[src/rtl/sample_rate_pkg.sv]
// Shared constants and mode encoding for the multi-channel sample-rate divider.
package sample_rate_pkg;

    localparam int unsigned DEF_WIDTH        = 8;
    localparam int unsigned DEF_NUM_CH       = 4;
    localparam int unsigned DEF_RST_ROLLOVER = 2 ** DEF_WIDTH - 2;

    typedef enum logic {
        MODE_CONT    = 1'b0,
        MODE_ONESHOT = 1'b1
    } mode_e;

    // Channel-select width; a single channel still gets a 1-bit select.
    function automatic int unsigned ch_idx_width(int unsigned num_ch);
        return (num_ch > 1) ? $clog2(num_ch) : 1;
    endfunction

endpackage

[src/rtl/sample_rate_divider_mc_if.sv]
// Control/configuration and strobe/done bundle for sample_rate_divider_mc.
interface sample_rate_divider_mc_if
    import sample_rate_pkg::*;
#(
    parameter int unsigned NUM_CH = DEF_NUM_CH,
    parameter int unsigned WIDTH  = DEF_WIDTH
);
    localparam int unsigned CH_W = ch_idx_width(NUM_CH);

    logic              en;
    logic              clear;
    logic              cfg_wr;
    logic [CH_W-1:0]   cfg_ch;
    logic [WIDTH-1:0]  cfg_rollover;
    logic              cfg_oneshot;
    logic [NUM_CH-1:0] strobe;
    logic [NUM_CH-1:0] done;

    modport master (
        output en, clear, cfg_wr, cfg_ch, cfg_rollover, cfg_oneshot,
        input  strobe, done
    );

    modport slave (
        input  en, clear, cfg_wr, cfg_ch, cfg_rollover, cfg_oneshot,
        output strobe, done
    );

endinterface

[src/rtl/rate_channel.sv]
// One divider channel: counts to its rollover, pulses strobe, latches done in one-shot mode.
module rate_channel
    import sample_rate_pkg::*;
#(
    parameter int unsigned      WIDTH        = DEF_WIDTH,
    parameter logic [WIDTH-1:0] RST_ROLLOVER = WIDTH'(2 ** WIDTH - 2)
) (
    input  logic             clk,
    input  logic             rst,
    input  logic             en,
    input  logic             clear,
    input  logic             load,
    input  logic [WIDTH-1:0] load_rollover,
    input  logic             load_oneshot,
    output logic             strobe,
    output logic             done
);

    logic [WIDTH-1:0] count_q, count_d;
    logic [WIDTH-1:0] rollover_q, rollover_d;
    mode_e            mode_q, mode_d;
    logic             done_q, done_d;
    logic             strobe_q, strobe_d;
    logic             active;

    // A finished one-shot stays parked until re-armed or cleared.
    assign active = en && (rollover_q != '0) && !((mode_q == MODE_ONESHOT) && done_q);

    always_comb begin
        count_d    = count_q;
        rollover_d = rollover_q;
        mode_d     = mode_q;
        done_d     = done_q;
        strobe_d   = 1'b0;
        if (clear || load) begin
            count_d = '0;
            done_d  = 1'b0;
            if (load) begin
                rollover_d = load_rollover;
                mode_d     = mode_e'(load_oneshot);
            end
        end else if (active) begin
            if (count_q == rollover_q) begin
                count_d  = '0;
                strobe_d = 1'b1;
                if (mode_q == MODE_ONESHOT) done_d = 1'b1;
            end else begin
                count_d = count_q + WIDTH'(1);
            end
        end
    end

    always_ff @(posedge clk or posedge rst) begin
        if (rst) begin
            count_q    <= '0;
            rollover_q <= RST_ROLLOVER;
            mode_q     <= MODE_CONT;
            done_q     <= 1'b0;
            strobe_q   <= 1'b0;
        end else begin
            count_q    <= count_d;
            rollover_q <= rollover_d;
            mode_q     <= mode_d;
            done_q     <= done_d;
            strobe_q   <= strobe_d;
        end
    end

    assign strobe = strobe_q;
    assign done   = done_q;

endmodule

[src/rtl/sample_rate_divider_mc.sv]
// NUM_CH independent rate dividers sharing enable/clear, with per-channel configuration writes.
module sample_rate_divider_mc
    import sample_rate_pkg::*;
#(
    parameter int unsigned NUM_CH       = DEF_NUM_CH,
    parameter int unsigned WIDTH        = DEF_WIDTH,
    parameter int unsigned RST_ROLLOVER = 2 ** WIDTH - 2
) (
    input logic                     clk,
    input logic                     rst,
    sample_rate_divider_mc_if.slave bus
);

    logic [NUM_CH-1:0] strobe_w;
    logic [NUM_CH-1:0] done_w;

    for (genvar i = 0; i < NUM_CH; i++) begin : g_ch
        logic load;

        // Out-of-range channel numbers simply match no instance.
        assign load = bus.cfg_wr && (32'(bus.cfg_ch) == i);

        rate_channel #(
            .WIDTH        (WIDTH),
            .RST_ROLLOVER (WIDTH'(RST_ROLLOVER))
        ) u_ch (
            .clk           (clk),
            .rst           (rst),
            .en            (bus.en),
            .clear         (bus.clear),
            .load          (load),
            .load_rollover (bus.cfg_rollover),
            .load_oneshot  (bus.cfg_oneshot),
            .strobe        (strobe_w[i]),
            .done          (done_w[i])
        );
    end

    assign bus.strobe = strobe_w;
    assign bus.done   = done_w;

endmodule

[src/flat_wrapper.sv]
// flat-port wrapper written by rule: the top's interface ports become plain ports
module sample_rate_divider_mc_flat import sample_rate_pkg::*;
#(
    parameter int unsigned NUM_CH       = DEF_NUM_CH,
    parameter int unsigned WIDTH        = DEF_WIDTH,
    parameter int unsigned RST_ROLLOVER = 2 ** WIDTH - 2
)
  (clk, rst, bus_en, bus_clear, bus_cfg_wr, bus_cfg_ch, bus_cfg_rollover, bus_cfg_oneshot, bus_strobe, bus_done);
  sample_rate_divider_mc_if #(.NUM_CH(NUM_CH), .WIDTH(WIDTH)) bus_i ();
  input logic clk;
  input logic rst;
  input wire logic [$bits(bus_i.en)-1:0] bus_en;
  input wire logic [$bits(bus_i.clear)-1:0] bus_clear;
  input wire logic [$bits(bus_i.cfg_wr)-1:0] bus_cfg_wr;
  input wire logic [$bits(bus_i.cfg_ch)-1:0] bus_cfg_ch;
  input wire logic [$bits(bus_i.cfg_rollover)-1:0] bus_cfg_rollover;
  input wire logic [$bits(bus_i.cfg_oneshot)-1:0] bus_cfg_oneshot;
  output wire logic [$bits(bus_i.strobe)-1:0] bus_strobe;
  output wire logic [$bits(bus_i.done)-1:0] bus_done;
  assign bus_i.en = bus_en;
  assign bus_i.clear = bus_clear;
  assign bus_i.cfg_wr = bus_cfg_wr;
  assign bus_i.cfg_ch = bus_cfg_ch;
  assign bus_i.cfg_rollover = bus_cfg_rollover;
  assign bus_i.cfg_oneshot = bus_cfg_oneshot;
  assign bus_strobe = bus_i.strobe;
  assign bus_done = bus_i.done;
  sample_rate_divider_mc #(.NUM_CH(NUM_CH), .WIDTH(WIDTH), .RST_ROLLOVER(RST_ROLLOVER)) u_core (.clk(clk), .rst(rst), .bus(bus_i));
endmodule
[config.mk]
export PLATFORM = sky130hd
export DESIGN_NAME = sample_rate_divider_mc_flat
export DESIGN_NICKNAME = d
export VERILOG_FILES = /design/src/rtl/sample_rate_pkg.sv /design/src/rtl/sample_rate_divider_mc_if.sv /design/src/rtl/rate_channel.sv /design/src/rtl/sample_rate_divider_mc.sv /design/src/flat_wrapper.sv
export SDC_FILE = /design/constraint.sdc
export NUM_CORES = 1
export LEC_CHECK = 0
export CORE_MARGIN = 4
export CORE_UTILIZATION = 50
export DETAILED_ROUTE_END_ITERATION = 16
export PLACE_DENSITY = 0.77
export RECOVER_POWER = 25
export SETUP_SLACK_MARGIN = 0.15
export SLEW_MARGIN = 25
export SYNTH_ARGS = -nofsm -noshare
export SYNTH_HDL_FRONTEND = slang
export SYNTH_SLANG_ARGS = --single-unit
[constraint.sdc]
create_clock -name clk -period 3.1 [get_ports clk]
set_clock_uncertainty 0.15 [all_clocks]
set_input_delay 0.775 -clock clk [delete_from_list [all_inputs] [get_ports clk]]
set_output_delay 0.775 -clock clk [all_outputs]
set_load 0.005 [all_outputs]
==> datasheet_impl.txt <==
Summary of implementation characteristics

Parameter                              Value

Critical path
  Type of origin of the critical path .................. primary input
  Worst R2R End .................. u_core.g_ch[1].u_ch.count_q[0]
  Data required, critical path .................. 3.17 ns
  Critical Path Source .................. bus_cfg_ch[1]
  Max FO, Critical Path .................. 8
  Buffer and inverter count on the worst path .................. 1
  Capturing instance or port of the critical path .................. u_core.g_ch[1].u_ch.count_q[0]
  Sequence of cells on the critical path .................. clkdlybuf4s50_1 > nand3b_1 > and2b_1 > o21ai_1 > nor2_1 > mux2_2

Clock tree
  Late-Pin Clk Latency .................. 0.34 ns
  Clock H-tree levels .................. 3
  TritonCTS clock tree .................. done
  Buffers from clock root to sink, at most .................. 2

Yosys
  Number of enable flip-flop cells .................. 0
  Netlist area before placement .................. 0.00397 mm²

Finish
  Proportion of final cell area spent on non-clock buffers .................. 5.82%
  Nets .................. 400
  Sequential cells .................. 76
  Final-layout fill cell count .................. 647
  Non-clock buffer count .................. 27
  Inverter count of the layout excluding clock inverters .................. 6
  Fraction of area in multi-input gates .................. 42.9%
  Footprint of the multi-input gates .................. 0.00192 mm²
  Most frequent logic cell in the layout .................. dfrtp_1

GRT
  Maximum number of pins on one net before global-route repair .................. 58
  GRT overflow .................. 0
  Antenna violations before repair .................. 0
  GR met3 Demand/Resource .................. 4.38%
  All-layer global routing usage .................. 17.4%

Timing
  Min setup slack post-route .................. 0.663 ns
  Worst slew pin tran .................. 0.743 ns

Routing
  Detailed-route wire length per cell .................. 16.2 µm

Placement
  Placed cell areas .................. 0.00428 mm²
  Port Buf Inserts .................. 23
  Detailed placement HPWL .................. 5710 µm

Pwr
  Net Switching .................. 0.612 mW
  Relative contribution of the clock network to total power .................. 32.3%
  Overall power .................. 2.36 mW
  Power per standard cell area .................. 528 mW/mm²
  Switching share of power .................. 25.9%

Floorplan
  I/O pins .................. 24

Min path
  Worst hold path cell count .................. 1
  Hold crit path type .................. reg2reg
  Startpoint of the most critical hold path .................. u_core.g_ch[2].u_ch.mode_q

Outcome
  Run status .................. finished, final reports clean
cell families (layout without fill, tap and decap cells):
| kind of cell | count (synthesis) | in the layout | share of synthesized area [%] |
|---|---|---|---|
| XOR/XNOR | 32 | 32 | 7.07 |
| AND-OR/OR-AND | 68 | 68 | 12.9 |
| AND/OR/NAND/NOR | 118 | 118 | 16.4 |
| multiplexers | 38 | 38 | 10.8 |
| adder cells (fa/ha/maj) | 4 | 4 | 1.26 |
| flip-flops | 76 | 76 | 48.8 |
| buffers and inverters | 20 | 49 | 2.78 |
cell usage after synthesis (all sizes together), types with 10 or more instances:
master  number  area, µm²
a22o        17        149
nand3       10       50.1
nor2        19       73.8
xnor2       24        210
mux2        38        428
and3        10       62.6
dfstp       28        736
o21ai       23        123
dfrtp       48       1200
nor2b       11       68.8
nand2       24       97.6
buf         10       70.1
Zoomed window:
Region (60, 60) to (85, 85) µm. Cells in grey, sequential cells in the stronger grey; small squares are vias.
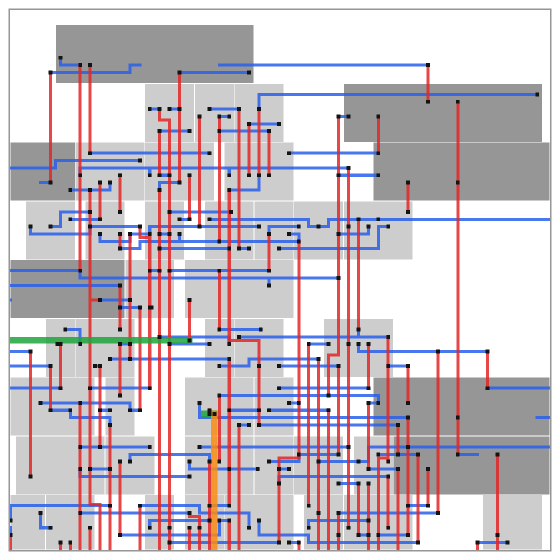
legend:
  M3:
    colour: green
  M2:
    colour: red
  M1:
    colour: blue
  M4:
    colour: orange
netlist names of flops here include: `u_core.g_ch.u_ch.count_q` (6)
most frequent: o21ai_0 (6), a22o_1 (6), dfrtp_1 (6)
cells with their middle in the window: 45
sequential cells in the window: 6

Track usage over the die:
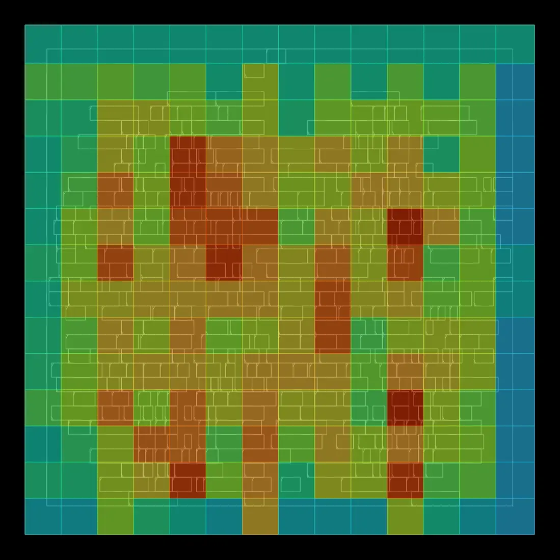
met2 usage in global routing: 28.8%
met1 Track Usage GR: 22.8%
Most Crowded Layer GR: met2
share of the core filled with cells: 57.8%

Gate families picked out:
(3 px per µm)
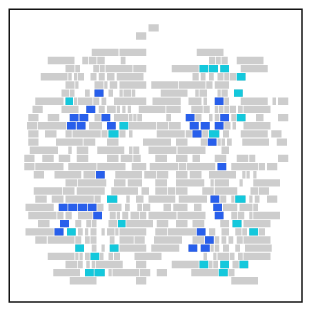
legend:
  non-inverting ao/oa cells:
    colour: cyan
    cells: 25
    most_used: a22o_1
  xor and xnor cells:
    colour: blue
    cells: 32
    most_used: xnor2_1

Metal 1:
(3 px per µm)
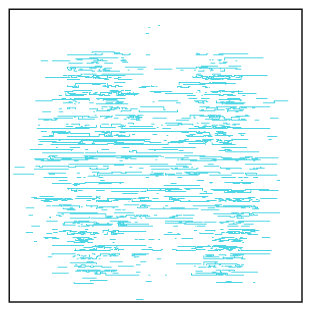
longest straight run: 37.3 µm
share of all routed wire: 46%
nets with wire on the layer: 370
main direction: horizontal

Register map, names as in the netlist:
(4 px per µm)
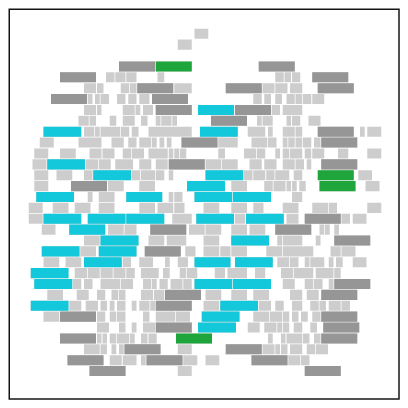
legend:
  `u_core.g_ch.u_ch.strobe`:
    colour: green
    sequential_cells: 4
  `u_core.g_ch.u_ch.rollover_q`:
    colour: cyan
    sequential_cells: 32

No activity file was given, so power comes from the tool's default toggle rates.
